Fig. 1: run 1, I/O pins on the die edge
Pins as bars across the die edge, other pins in gray.
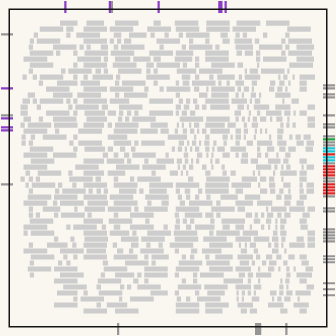
Fig. 2: run 1, wiring by layer
Only two layers are drawn.
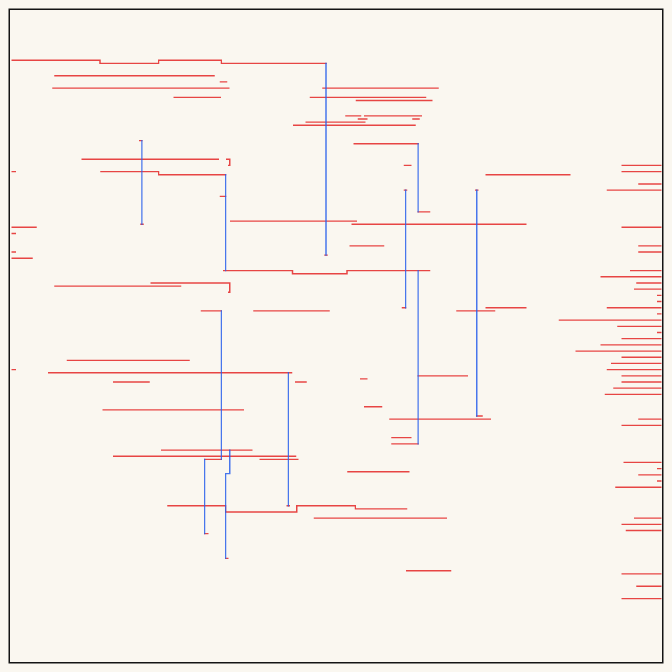
Fig. 3: run 1, met3 routing
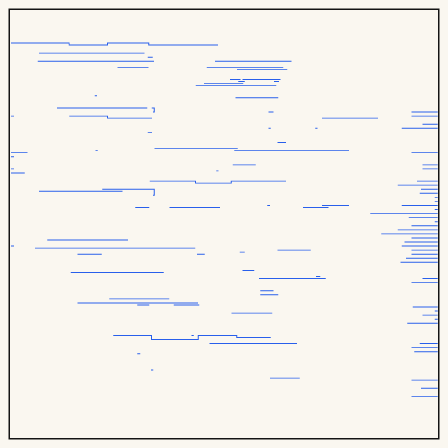
Fig. 4: run 1, track usage over the die
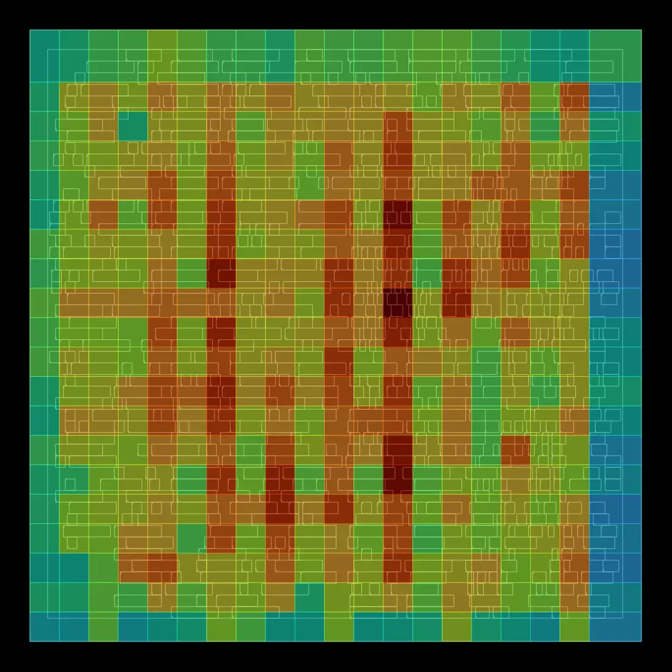
Design fetch_unit, sky130hd; sources not shown.
==> notes.md, run 1 <==
run results: Worst path most repeated cell and4_1, Worst Skew 0.0165 ns, multi-input combinational cell area 0.00334 mm2, layout-stage area growth over the synthesis result 16.8%, number of pins with negative max-slew slack in the final report 0, number of nets at floorplan 694, kind of critical path reg -> reg, static leakage 0.00389 uW, sequential-to-total area share from yosys stat 59.8%, CTS H-Tree Depth 4, power per unit of standard cell area 613 mW/mm2, Yosys cell types 45, max capacitance violation total 0, dpl hpwl 15700 um, fraction of layout instances using a drive strength above 1 16.9%, post-route setup TNS 0 ns, number of placement rows 49, setup repair after global routing missed its margin no, later-pin clock latency in the skew report 0.44 ns, Adder-Cell Fraction of Synth Area 0.279%, cell types with the largest area share after synthesis edfxtp_1, and2_1, mux4_2, antenna diode count 0, proportion of cell area occupied by registers 51.2%, post-layout total power 6420 uW, setup slack after placement 0.209 ns, portion of the layout cell area used by clock cells 5.97%, cts repair resizes 0, share of the synthesized netlist area taken by xor and xnor gates 1.46%, Max VDD drop 0.000457 V, Via Count 5626, CTS tree built, logic depth of the worst setup path including buffers 7, number of synthesized flops with an enable pin 160, count of endpoints failing setup in the final report 0, number of DRC markers in iteration 0 347, number of fillers in the final layout 1744, non-clock buffer share of cell area 7.96%, count of instantiated cells in the yosys netlist 660, clock buffers created by TritonCTS 17, initial antenna violation count 0, status completed, total clock sinks 188, maximum number of pins on one net before global-route repair 27, fin area 0.0105 mm2, Async S/R FF share, synth 0%, Clk Tree Root Cell clkbuf_16, number of flip-flops in the largest register 160, nonclk buf count 91, flip-flops 188, clock edge transition at the registers on the reported setup and hold paths 0.07 ns, fin crit share 83.9%, Final min period 2.28 ns, GPL Wtd Cong 0.829, chip area estimate from yosys synthesis 0.00897 mm2, DRC viols 0, Total Nets Final 755, iteration count of the initial detailed-routing pass 5, post-route worst setup slack 0.439 ns, Synth Area in Compound Gates 3.04%, tap cells 229, postcts setup bufs 0, Max Buffers Root-to-Sink 2, die outline area 0.0205 mm2, vias in the first global route 5862, biggest area consumer among cell classes registers, Synth Flop Type edfxtp_1, relative slew slack 54.9%, Mapped Area 0.00897 mm2, Hold Path Stages 2, Antenna Nets Post-Route 0
About Fig. 1:
`lut_wr_addr`: marked cyan, pins 4, direction input, edge east. `pc_jmp_en`: marked green, pins 1, direction input, edge east. `instr`: marked red, pins 9, direction input, edge east. `lut_wr_data`: marked purple, pins 10, direction input, edge 6 north, 4 west.
height of the chip: 143 um
count of input and output buffers: 59
DIE WIDTH: 143 um

About Fig. 2:
met4: marked blue, wire length 313 um. met3: marked red, wire length 1270 um.
per-cell routed wire length: 24.2 um
GRT Total Usage: 23.8%

About Fig. 3:
The wires run mostly horizontal. The layer carries 1270 um of wire. 84 nets have wire on it. The longest straight run is 53.4 um.
Final Routed Wirelength: 23300 um
met3 track demand over resource: 4.49%

About Fig. 4:
GR peak layer: met2
Post-Route Utilization: 58.3%
met1 layer usage reported by global route: 33.4%
Global Route met2 Usage: 39.1%

-- run 1: report_power, final --
| group | total, uW | leakage, uW | switching, uW | internal (uW) |
|---|---|---|---|---|
| Combinational | 488 | 0.00168 | 277 | 211 |
| Sequential | 3250 | 0.00190 | 38.4 | 3210 |
| Clock | 2680 | 0.000312 | 1190 | 1490 |
| Total | 6420 | 0.00389 | 1510 | 4910 |
-- run 1: metal layers --
layer | up-vias | share of wire [%] | global-route usage, %
li1 | 2541 | - | -
met1 | 2906 | 44 | 33.4
met2 | 154 | 49 | 39.1
met3 | 25 | 5.4 | 4.49
met4 | 0 | 1.3 | 5.55
met5 | - | 0 | 0
-- run 1: placed cells by master, fill, tap and decap left out, types with 4 or more instances in the layout --
master           netlist  final
a211oi_1               7      7
a21o_1                 7      7
a21oi_1               13     13
and2_1               162    162
and4_1                 5      5
buf_4                  5     31
clkbuf_16              0     17
clkdlybuf4s50_1        0     57
dfxtp_1               28     28
edfxtp_1             160    160
inv_1                  5      5
inv_6                  0      4
inv_8                  0      5
mux2_2                 6      6
mux2i_1                8      8
mux4_1                13     13
mux4_2                30     30
nand2_1               21     21
nand3_1                9      9
nand4_1                6      6
nor2_1                47     47
nor3_1                 8      8
nor4_1                10     10
o21ai_0                7      7
or2_2                 17     17
xnor2_1               15     15
-- run 1: synth_stat cells, types with 3 or more instances --
cell type and instances:
a211oi_1 7, a21o_1 7, a21oi_1 13, and2_1 162
and4_1 5, buf_2 6, buf_4 5, clkbuf_1 35
dfxtp_1 28, edfxtp_1 160, inv_1 5, mux2_2 6
mux2i_1 8, mux4_1 13, mux4_2 30, nand2_1 21
nand3_1 9, nand4_1 6, nor2_1 47, nor3_1 8
nor4_1 10, nor4b_1 3, o21ai_0 7, or2_2 17
xnor2_1 15
==> run 1 -> run 2 <==
- clock period: 2.72 -> 2.2 ns (I/O delays scaled with it)
Fig. 5: run 2, sequential cells colored by netlist name
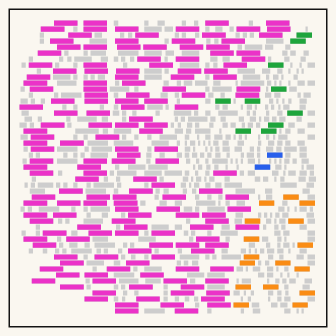
`r_lut`: marked magenta, placed flops 160. `cycles`: marked orange, placed flops 16, where south-east. `r_state`: marked blue, placed flops 2. `prog_ctr`: marked green, placed flops 10.
sequential power: 4020 uW
Sequential cell area: 0.00537 mm2
proportion of cell area occupied by registers: 50.1%
Post-Route Utilization: 59.6%

Fig. 6: run 2, met3 routing
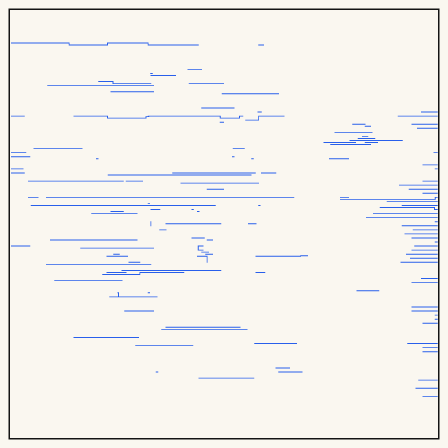
The layer carries 1510 um of wire. 101 nets have wire on it.
Via Count: 5685
Final Routed Wirelength: 24500 um
met3 track demand over resource: 4.89%

Fig. 7: run 2, I/O pins on the die edge
Pins as bars across the die edge, other pins in gray.
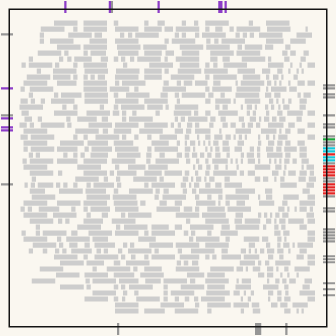
`pc_jmp_en`: marked green, pins 1, direction input, edge east. `lut_wr_addr`: marked cyan, pins 4, direction input, edge east. `instr`: marked red, pins 9, direction input, edge east. `lut_wr_data`: marked purple, pins 10, direction input, edge 6 north, 4 west.

==> run 2 against run 1 <==
  * Non-clock buffer count increased by 19
  * First-iteration DRC count increased by 63%
  * Synthesized cell count unchanged
  * Final cell count increased by 2.0%
  * Global-route usage increased by 0.93 points
  * Utilization increased by 1.3 points
  * Register-to-register slack got worse by 0.37 ns
==> notes.md, run 2 <==
run results: most common cell after layout, fill and taps aside and2_1, status completed, Hold Path Stages 4, number of cells traversed by the worst register-to-register path 7, CP max stage cell o32ai_1, class of the most critical hold timing path in -> reg, sequential-to-total area share from yosys stat 59.8%, CTS tree built, list of cells traversed by the critical path ha_1 > and4_1 > and4_1 > nor3_4 > nand2_2 > o32ai_1 > o2bb2ai_1, actual slew at the worst max-slew pin 0.606 ns, Yosys cell types 45, fraction of post-synthesis cell area in the top cell type by area 53.6%, I/O pin count 60, DRC viols 0, dominant logic cell types in the final layout and2_1, edfxtp_1, clkdlybuf4s50_1, nor2_1, buf_4, antenna diode count 0, synthesized netlist cell count 660, top post-synthesis cells by count and2_1, edfxtp_1, nor2_1, Yosys top cell by area edfxtp_1, kind of critical path reg -> reg, fin area 0.0107 mm2, CORE AREA 0.0180 mm2, Critical Path RT 2.57 ns, crit-path max cell delay 0.36 ns, max layer used met4, maximum number of pins on one net before global-route repair 27, count of hold-fix buffers inserted at cts 0, max capacitance violation total 0, number of vias per cell 5.79, vias in the first global route 5992, Synth Flop Type edfxtp_1, dpl hpwl 16500 um, static leakage 0.00401 uW, fin crit share 97.1%, largest fanout of any net on the critical path 11, number of pins with negative max-slew slack in the final report 0, DIE WIDTH 143 um, number of synthesized flops with an enable pin 160, total cell area at the placement stage 0.0100 mm2, power per unit of standard cell area 742 mW/mm2, cell types with the largest area share after synthesis edfxtp_1, and2_1, mux4_2, number of fillers in the final layout 1712, count of endpoints failing setup in the final report 0, Setup crit end kind flip-flop, initial core utilization 49.9%, number of warnings issued by yosys 0, Synth top cell by count and2_1, die outline area 0.0205 mm2, count of instantiated cells in the yosys netlist 660, chip area estimate from yosys synthesis 0.00897 mm2, Final min period 2.14 ns, number of DRC markers in iteration 0 566, GPL Wtd Cong 0.844, Worst path most repeated cell and4_1, layout-stage area growth over the synthesis result 19.3%, number of placement rows 49, Mapped Area 0.00897 mm2, per-cell routed wire length 25.0 um, GRT Total Usage 24.7%, relative slew slack 59.5%, fraction of layout instances using a drive strength above 1 19.1%, fmax 468 MHz, endpoint arrival time on the critical path 2.51 ns, met3 WL 1510 um, number of flip-flops in the largest register 160, iteration count of the initial detailed-routing pass 5, clock edge transition at the registers on the reported setup and hold paths 0.08 ns, number of storage elements in the synthesis netlist 188, post-route setup TNS 0 ns, Final Hold Fails 0, OpenROAD warning count 27, setup repair after global routing missed its margin yes, initial antenna violation count 0, element type at the critical path start flip-flop, number of nets at floorplan 694, Worst Skew 0.0122 ns, post-layout total power 7940 uW, synthesized area per cell 13.6 um2, Clk Tree Root Cell clkbuf_16, Total Nets Final 774, count of input and output buffers 59, gr ovfl total 0, Max Buffers Root-to-Sink 2, Routed met2 length 12300 um, Async S/R FF share, synth 0%, height of the chip 143 um, first-pass GRT wire length 36800 um, setup slack of the worst register-to-register path 0.06 ns, Max VDD drop 0.000572 V, total clock sinks 188, later-pin clock latency in the skew report 0.44 ns, Antenna Nets Post-Route 0, clock buffers created by TritonCTS 17, DRT met1 WL 10400 um, CTS H-Tree Depth 4
## run 2: layout make-up
type / instances / area, um2 / share of cell area (%)
sequential: 188 / 5370 / 50.1
multi-input combinational: 417 / 3350 / 31.3
timing repair buffer: 110 / 1060 / 9.94
clock buffer: 17 / 425 / 3.97
tap: 229 / 287 / 2.68
clock inverter: 15 / 194 / 1.81
inverter: 6 / 22.5 / 0.210
## run 2: per-stage QoR
step	cells	hold slack (ns)	worst slack, ns	utilization (%)
2_1_floorplan	660	0.418	0.245	-
3_3_place_gp	946	0.499	-0.0476	55.9
3_5_place_dp	946	0.532	-0.116	55.9
4_1_cts	978	0.446	0.0322	59.4
5_1_grt	982	0.529	-0.0422	59.6
6_report	982	0.457	0.0646	59.6
## run 2: kinds of logic after synthesis
kind of cell | share of synthesized area (%)
mux | 13.0
fa+ha+maj | 0.279
xor+xnor | 1.46
buf+inv | 2.94
simple gates | 19.5
flops | 59.8
compound gates | 3.04
## run 2: critical path: cells and delay by family (launching register included)
family	cells	cell delay (ns)
adders and majority gates	1	0.21
and+or+nand+nor	4	1.00
AOI/OAI and AO/OA	2	0.51
DFF	1	0.35
## run 2: power breakdown
group,switching [uW],internal (uW)
clock network,1520,1750
logic,358,299
registers,47.1,3970
## run 2: routing by layer
metal,vias up,global-route usage (%)
met2,194,42.2
met4,0,6.59
met5,-,0
li1,2571,-
met3,29,4.89
met1,2891,32.8
## run 2: timing repair
action | CTS | global route
setup buffers | 0 | 4
pin swaps | 0 | 1
hold endpoints to repair | 0 | 0
gates resized | 1 | 1
setup endpoints to repair | 1 | 11
No activity file was given, so power comes from the tool's default toggle rates.
